<file path="src/rtl/maxnet_controller_if.sv">
// Control bundle between the MAXNET controller and its datapath.
// master = controller side, slave = datapath/consumer side.
interface maxnet_controller_if #(
  parameter int CNT_W = 5
);
  logic             start;
  logic             ack;
  logic             done;
  logic             ldX;
  logic             ldTmp;
  logic             selTmp;
  logic             busy;
  logic             valid;
  logic             error;
  logic [CNT_W-1:0] iter_count;

  modport master (
    input  start,
    input  ack,
    input  done,
    output ldX,
    output ldTmp,
    output selTmp,
    output busy,
    output valid,
    output error,
    output iter_count
  );

  modport slave (
    output start,
    output ack,
    output done,
    input  ldX,
    input  ldTmp,
    input  selTmp,
    input  busy,
    input  valid,
    input  error,
    input  iter_count
  );
endinterface

</file>
<file path="src/rtl/maxnet_controller.sv">
// MAXNET iteration controller: load, wait for PU settle, update,
// check convergence; Moore outputs decoded from the state register.
module maxnet_controller #(
  parameter int PU_LATENCY = 2,
  parameter int MAX_ITER   = 31,
  parameter int CNT_W      = 5
) (
  input  logic                 clk,
  input  logic                 rst,
  maxnet_controller_if.master  bus
);

  typedef enum logic [2:0] {
    S_IDLE,
    S_LOAD,
    S_CHECK,
    S_WAIT,
    S_UPDATE,
    S_RESULT,
    S_FAIL
  } state_t;

  localparam logic [3:0] WLAST =
    4'(PU_LATENCY - 1);
  localparam logic [CNT_W-1:0] IMAX =
    CNT_W'(MAX_ITER);

  state_t           r_state;
  state_t           w_next;
  logic [3:0]       r_wcnt;
  logic [CNT_W-1:0] r_iter;

  logic w_ldX;
  logic w_ldTmp;
  logic w_selTmp;
  logic w_busy;
  logic w_valid;
  logic w_error;

  // State register; reset forces IDLE at once.
  always_ff @(posedge clk or negedge rst) begin
    if (!rst) r_state <= S_IDLE;
    else      r_state <= w_next;
  end

  // Settle counter: cleared leaving CHECK, counts in WAIT.
  always_ff @(posedge clk or negedge rst) begin
    if (!rst)                    r_wcnt <= '0;
    else if (r_state == S_CHECK) r_wcnt <= '0;
    else if (r_state == S_WAIT)  r_wcnt <= r_wcnt + 4'd1;
  end

  // Iteration counter: cleared in LOAD, bumped per UPDATE.
  always_ff @(posedge clk or negedge rst) begin
    if (!rst)                     r_iter <= '0;
    else if (r_state == S_LOAD)   r_iter <= '0;
    else if (r_state == S_UPDATE) r_iter <= r_iter + 1'b1;
  end

  // Next-state: done is only trusted in CHECK, after tmp settles.
  always_comb begin
    w_next = r_state;
    unique case (r_state)
      S_IDLE:   if (bus.start) w_next = S_LOAD;
      S_LOAD:   w_next = S_CHECK;
      S_CHECK: begin
        if (bus.done)            w_next = S_RESULT;
        else if (r_iter == IMAX) w_next = S_FAIL;
        else                     w_next = S_WAIT;
      end
      S_WAIT:   if (r_wcnt == WLAST) w_next = S_UPDATE;
      S_UPDATE: w_next = S_CHECK;
      S_RESULT: if (bus.ack) w_next = S_IDLE;
      S_FAIL:   if (bus.ack) w_next = S_IDLE;
      default:  w_next = S_IDLE;
    endcase
  end

  // Moore output decode.
  always_comb begin
    w_ldX    = 1'b0;
    w_ldTmp  = 1'b0;
    w_selTmp = 1'b0;
    w_busy   = 1'b0;
    w_valid  = 1'b0;
    w_error  = 1'b0;
    unique case (r_state)
      S_LOAD: begin
        w_ldX   = 1'b1;
        w_ldTmp = 1'b1;
        w_busy  = 1'b1;
      end
      S_CHECK: w_busy = 1'b1;
      S_WAIT: begin
        w_selTmp = 1'b1;
        w_busy   = 1'b1;
      end
      S_UPDATE: begin
        w_ldTmp  = 1'b1;
        w_selTmp = 1'b1;
        w_busy   = 1'b1;
      end
      S_RESULT: w_valid = 1'b1;
      S_FAIL:   w_error = 1'b1;
      default: ;
    endcase
  end

  assign bus.ldX        = w_ldX;
  assign bus.ldTmp      = w_ldTmp;
  assign bus.selTmp     = w_selTmp;
  assign bus.busy       = w_busy;
  assign bus.valid      = w_valid;
  assign bus.error      = w_error;
  assign bus.iter_count = r_iter;

endmodule

</file>
<file path="src/flat_wrapper.sv">
// flat-port wrapper written by rule: the top's interface ports become plain ports
module maxnet_controller_flat 
#(
  parameter int PU_LATENCY = 2,
  parameter int MAX_ITER   = 31,
  parameter int CNT_W      = 5
)
  (clk, rst, bus_start, bus_ack, bus_done, bus_ldX, bus_ldTmp, bus_selTmp, bus_busy, bus_valid, bus_error, bus_iter_count);
  maxnet_controller_if #(.CNT_W(CNT_W)) bus_i ();
  input  logic clk;
  input  logic rst;
  input wire logic [$bits(bus_i.start)-1:0] bus_start;
  input wire logic [$bits(bus_i.ack)-1:0] bus_ack;
  input wire logic [$bits(bus_i.done)-1:0] bus_done;
  output wire logic [$bits(bus_i.ldX)-1:0] bus_ldX;
  output wire logic [$bits(bus_i.ldTmp)-1:0] bus_ldTmp;
  output wire logic [$bits(bus_i.selTmp)-1:0] bus_selTmp;
  output wire logic [$bits(bus_i.busy)-1:0] bus_busy;
  output wire logic [$bits(bus_i.valid)-1:0] bus_valid;
  output wire logic [$bits(bus_i.error)-1:0] bus_error;
  output wire logic [$bits(bus_i.iter_count)-1:0] bus_iter_count;
  assign bus_i.start = bus_start;
  assign bus_i.ack = bus_ack;
  assign bus_i.done = bus_done;
  assign bus_ldX = bus_i.ldX;
  assign bus_ldTmp = bus_i.ldTmp;
  assign bus_selTmp = bus_i.selTmp;
  assign bus_busy = bus_i.busy;
  assign bus_valid = bus_i.valid;
  assign bus_error = bus_i.error;
  assign bus_iter_count = bus_i.iter_count;
  maxnet_controller #(.PU_LATENCY(PU_LATENCY), .MAX_ITER(MAX_ITER), .CNT_W(CNT_W)) u_core (.clk(clk), .rst(rst), .bus(bus_i));
endmodule
</file>
<file path="config.mk">
export PLATFORM = sky130hd
export DESIGN_NAME = maxnet_controller_flat
export DESIGN_NICKNAME = d
export VERILOG_FILES = /design/src/rtl/maxnet_controller_if.sv /design/src/rtl/maxnet_controller.sv /design/src/flat_wrapper.sv
export SDC_FILE = /design/constraint.sdc
export NUM_CORES = 1
export LEC_CHECK = 0
export CAP_MARGIN = 40
export CORE_UTILIZATION = 48
export DETAILED_ROUTE_END_ITERATION = 10
export PLACE_DENSITY = 0.88
export SETUP_SLACK_MARGIN = 0.4
export SLEW_MARGIN = 20
export SYNTH_ARGS = -nofsm -noshare
export SYNTH_HDL_FRONTEND = slang
export SYNTH_SLANG_ARGS = --single-unit
</file>
<file path="constraint.sdc">
create_clock -name clk -period 1.82 [get_ports clk]
set_input_delay 0.182 -clock clk [delete_from_list [all_inputs] [get_ports clk]]
set_output_delay 0.182 -clock clk [all_outputs]
set_load 0.01 [all_outputs]
</file>
Figure 1. M1 wires.
The bar under the picture is 10 um long.
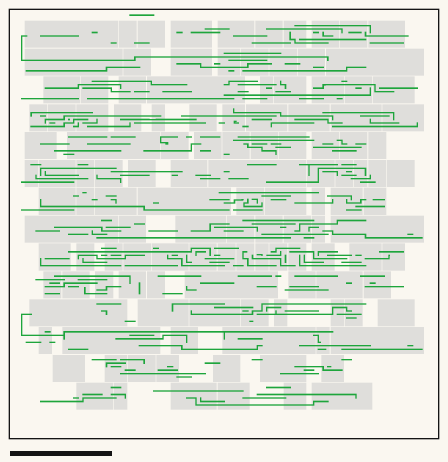
The layer carries 1010 um of wire. The layer holds 36% of the routed length. The longest straight run is 26.2 um. 121 nets have wire on it. The wires run mostly horizontal.
vias post-DR: 892
met1 usage: 0.3417

Figure 2. Signal wires on met2.
The bar under the picture is 10 um long.
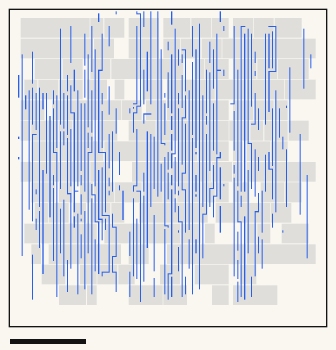
125 nets have wire on it. The layer holds 52% of the routed length. The wires run mostly vertical.
total detailed-routing wirelength: 2769 um
met2 demand-to-capacity share in global routing: 0.6063

[layout make-up]
| cell class | instances | area, um2 |
|---|---|---|
| multi-input combinational | 66 | 519.2 |
| timing repair buffer | 42 | 341.6 |
| sequential | 12 | 307.8 |
| fill | 80 | 250.2 |
| clock buffer | 4 | 36.28 |
| tap | 16 | 20.02 |
| inverter | 3 | 13.76 |
[timing repair]
item | in CTS | in global routing
endpoints found under the setup margin | 15 | 13
buffers inserted | 22 | 0
pin swaps | 4 | 11
resized | 34 | 17
[kinds of logic after synthesis]
logic type | count (synthesis) | share of synthesized area
simple gates | 36 | 0.2665
compound gates | 24 | 0.2039
flops | 12 | 0.3947
buf+inv | 8 | 0.04440
fa+ha+maj | 4 | 0.06579
xor+xnor | 1 | 0.01152
mux | 1 | 0.01316
[state kept, by name, indices dropped and copies added (netlist names)]
register and cells:
u_core.bus.iter_count 5, u_core.r_wcnt 4, u_core.r_state 3
[stage by stage]
stage / worst slack [ns] / area (um2)
after global placement: 0.2569 / 983.4
after global routing: 0.2776 / 1239
after detailed placement: 0.1973 / 983.4
after CTS: 0.3299 / 1201
final: 0.2973 / 1239
after floorplan: 0.4008 / 798.3
[Yosys cell counts]
master     count  area (um2)
buf_2          3       15.01
inv_1          3       11.26
nor4b_1        2       17.52
nand4bb_1      1       11.26
nor3_1         1       5.000
nor2_1         5       18.77
a22oi_1        3       22.52
a31oi_1        1       6.260
a21o_1         3       22.52
nand2b_1       6       37.54
nor2b_1        1       6.260
dfrtp_1       12       300.3
and3_1         2       12.51
nand2_1        8       30.03
nand3_1        3       15.01
and2_0         1       6.260
nand3b_1       3       22.52
mux2i_1        1       10.01
clkbuf_1       2       7.510
o21ai_1        2       10.01
o211ai_1       1       7.510
or4_1          1       7.510
ha_1           4       50.05
xnor2_1        1       8.760
a311o_1        1       10.01
o31ai_1        2       15.01
nor4_1         1       6.260
a21oi_1        3       15.01
o21a_1         1       7.510
o21ai_0        6       30.03
nand4_1        1       6.260
a22o_1         1       8.760
[where the power goes]
part	internal (mW)	switching, mW	leakage, nW
logic	0.704	0.706	0.397
clock network	0.122	0.105	0.0210
registers	0.374	0.102	0.147
total	1.20	0.913	0.565
[layer usage]
| metal | global-route usage | vias up |
|---|---|---|
| li1 | - | 392 |
| met5 | 0 | - |
| met2 | 0.6063 | 58 |
| met4 | 0.2323 | 0 |
| met3 | 0.06957 | 15 |
| met1 | 0.3417 | 427 |
[cell usage in the layout (no fill, tap or decap), types with 3 or more instances in the layout]
cell type / n
a22oi_1: 3
buf_2: 4
a21o_1: 3
clkbuf_4: 3
nand2b_1: 3
nand3_1: 3
buf_4: 23
nand2_1: 8
o21ai_0: 4
clkdlybuf4s50_1: 7
nand3b_1: 3
dfrtp_1: 6
dfrtp_2: 6
nand2b_4: 3
o21ai_1: 3
buf_6: 5
[critical path: stages, from the launching register on]
cell,delay (ns)
dfrtp_2,0.41
buf_6,0.13
buf_6,0.11
buf_6,0.12
nand2b_4,0.13
or4_1,0.48
nand3_1,0.08
==> impl_summary.log <==
[flow] collecting metrics
[metrics] setup slack of the most critical reg-to-reg path: 0.30 ns
[metrics] Avg Cell Area, Syn: approximately 8.8 um2
[metrics] non-filler cells in the finished layout: roughly 140
[metrics] Synth-to-Final Area Change: 62.83%
[metrics] end of the worst register-to-register path: u_core.r_wcnt[3]$_DFFE_PN0P_
[metrics] hold slack final: 0.2549 ns
[metrics] Overall Power: approximately 2.1 mW
[metrics] I/O pin count: 16
[metrics] RSZ-0062 raised after global routing: yes
[metrics] clock tree from TritonCTS: done
[metrics] clock sinks: 12
[metrics] skew final: 0.003682 ns
[metrics] total nets after synthesis: about 95
[metrics] number of inserted diodes: 0
[metrics] fraction of final layout cells with drive strength greater than 1: 0.4567
[metrics] clock transition at the registers of the reported paths: ~0.090 ns
[metrics] top achievable clock speed: between 600 and 700 MHz
[metrics] startpoint type of the worst setup path: register
[metrics] vias in the first global route: approximately 940
[metrics] worst-case vdd ir drop: 1.201 mV
[metrics] average wire per cell in the routed design: 19.36 um
[metrics] CTS buffer count: 3
[metrics] power per unit of standard cell area: between 1500 and 2000 nW/um2
[metrics] count of placed standard cells including taps: around 120
[metrics] final hold viol count: 0
[metrics] sort of element at the end of the critical path: register
[metrics] number of max-cap violations: 0
[metrics] Seq/Total Area, Yosys: 0.3947
[metrics] H-Tree Depth: 1
[metrics] critical path data arrival time: 1.75 ns
[metrics] status: finished clean
[metrics] path class of the lowest-slack min-delay path: primary input to asynchronous set/reset pin
[metrics] timing endpoint of the critical path: u_core.r_wcnt[3]$_DFFE_PN0P_
[metrics] tally of OpenROAD warnings: 29
[metrics] count of distinct cell types in the synthesized netlist: 32
[metrics] post-synthesis chip area from yosys: 760.7 um2
[metrics] clk latency late pin: 0.29 ns
[metrics] pins over their slew limit: 0
[metrics] worst endpoint required time: between 2 and 2.5 ns
[metrics] die area: ~1700 um2
[metrics] antenna violations before repair: 0
[metrics] path type of the worst setup path: register to register
[metrics] Layout Utilization: 0.8319
[metrics] total congestion overflow: 0
[metrics] post-detail-place hpwl: between 1000 and 1500 um
[metrics] Final setup violation count: 0
[metrics] origin of the critical flop-to-flop path: u_core.r_state[2]$_DFFE_PN0P_
[metrics] Die X-Extent: about 42 um
[metrics] total iterations of the first detailed-routing run: 4
[metrics] post-synthesis instance total: ~86
[metrics] #FFs+latches synth: 12
[metrics] floorplan core area: 1489 um2
[metrics] number of DRC markers after the initial detailed-route iteration: 30
[metrics] worst-margin pin slew: roughly 0.58 ns
[metrics] Max Fanout on Critical Path: 6
[metrics] max-slew headroom at the worst pin: 0.6143
[metrics] highest signal layer in the routed design: met4
[metrics] number of hold buffers added after CTS: 0
[metrics] Routed met2 length: 1445 um
[metrics] DR vias/cell: 6.238
[metrics] NumNets Final: 137
[metrics] Floorplan Utilization: 0.5109
[metrics] maximum buffer depth of the clock tree: 2
[metrics] die height: 41.81 um
[metrics] global-route wire length before repair: around 4300 um
[metrics] routed metal-1 wire length: a little over 1000 um
[metrics] Worst setup startpoint: u_core.r_state[2]$_DFFE_PN0P_
[metrics] count of instantiated cells in the yosys netlist: approximately 86
[metrics] synthesized area: between 700 and 800 um2
[metrics] Routed met3 length: about 170 um
[metrics] count of nets left with antenna violations after detail routing: 0
[metrics] GP Congestion: 0.8095
[metrics] cell at the root of the clock tree: clkbuf_4
[metrics] Period Utilization, post-route: 0.8366
[metrics] largest net degree at the start of global routing: 13
[metrics] number of buffer cells added on primary ports: 15
[metrics] combined global-route utilization of all metal layers: 0.3370
[metrics] DRC violations left: 0
[metrics] yosys synthesis warning count: 0
[metrics] reported leakage power: around 0.57 nW
[metrics] length in cells of the worst reg-to-reg path: 6
[metrics] Cell Rows: 14
[metrics] final critical path time including I/O delays and setup: 1.523 ns
[metrics] Total Negative Setup Slacks: 0 ns
Power is estimated from default activity; no workload was simulated.
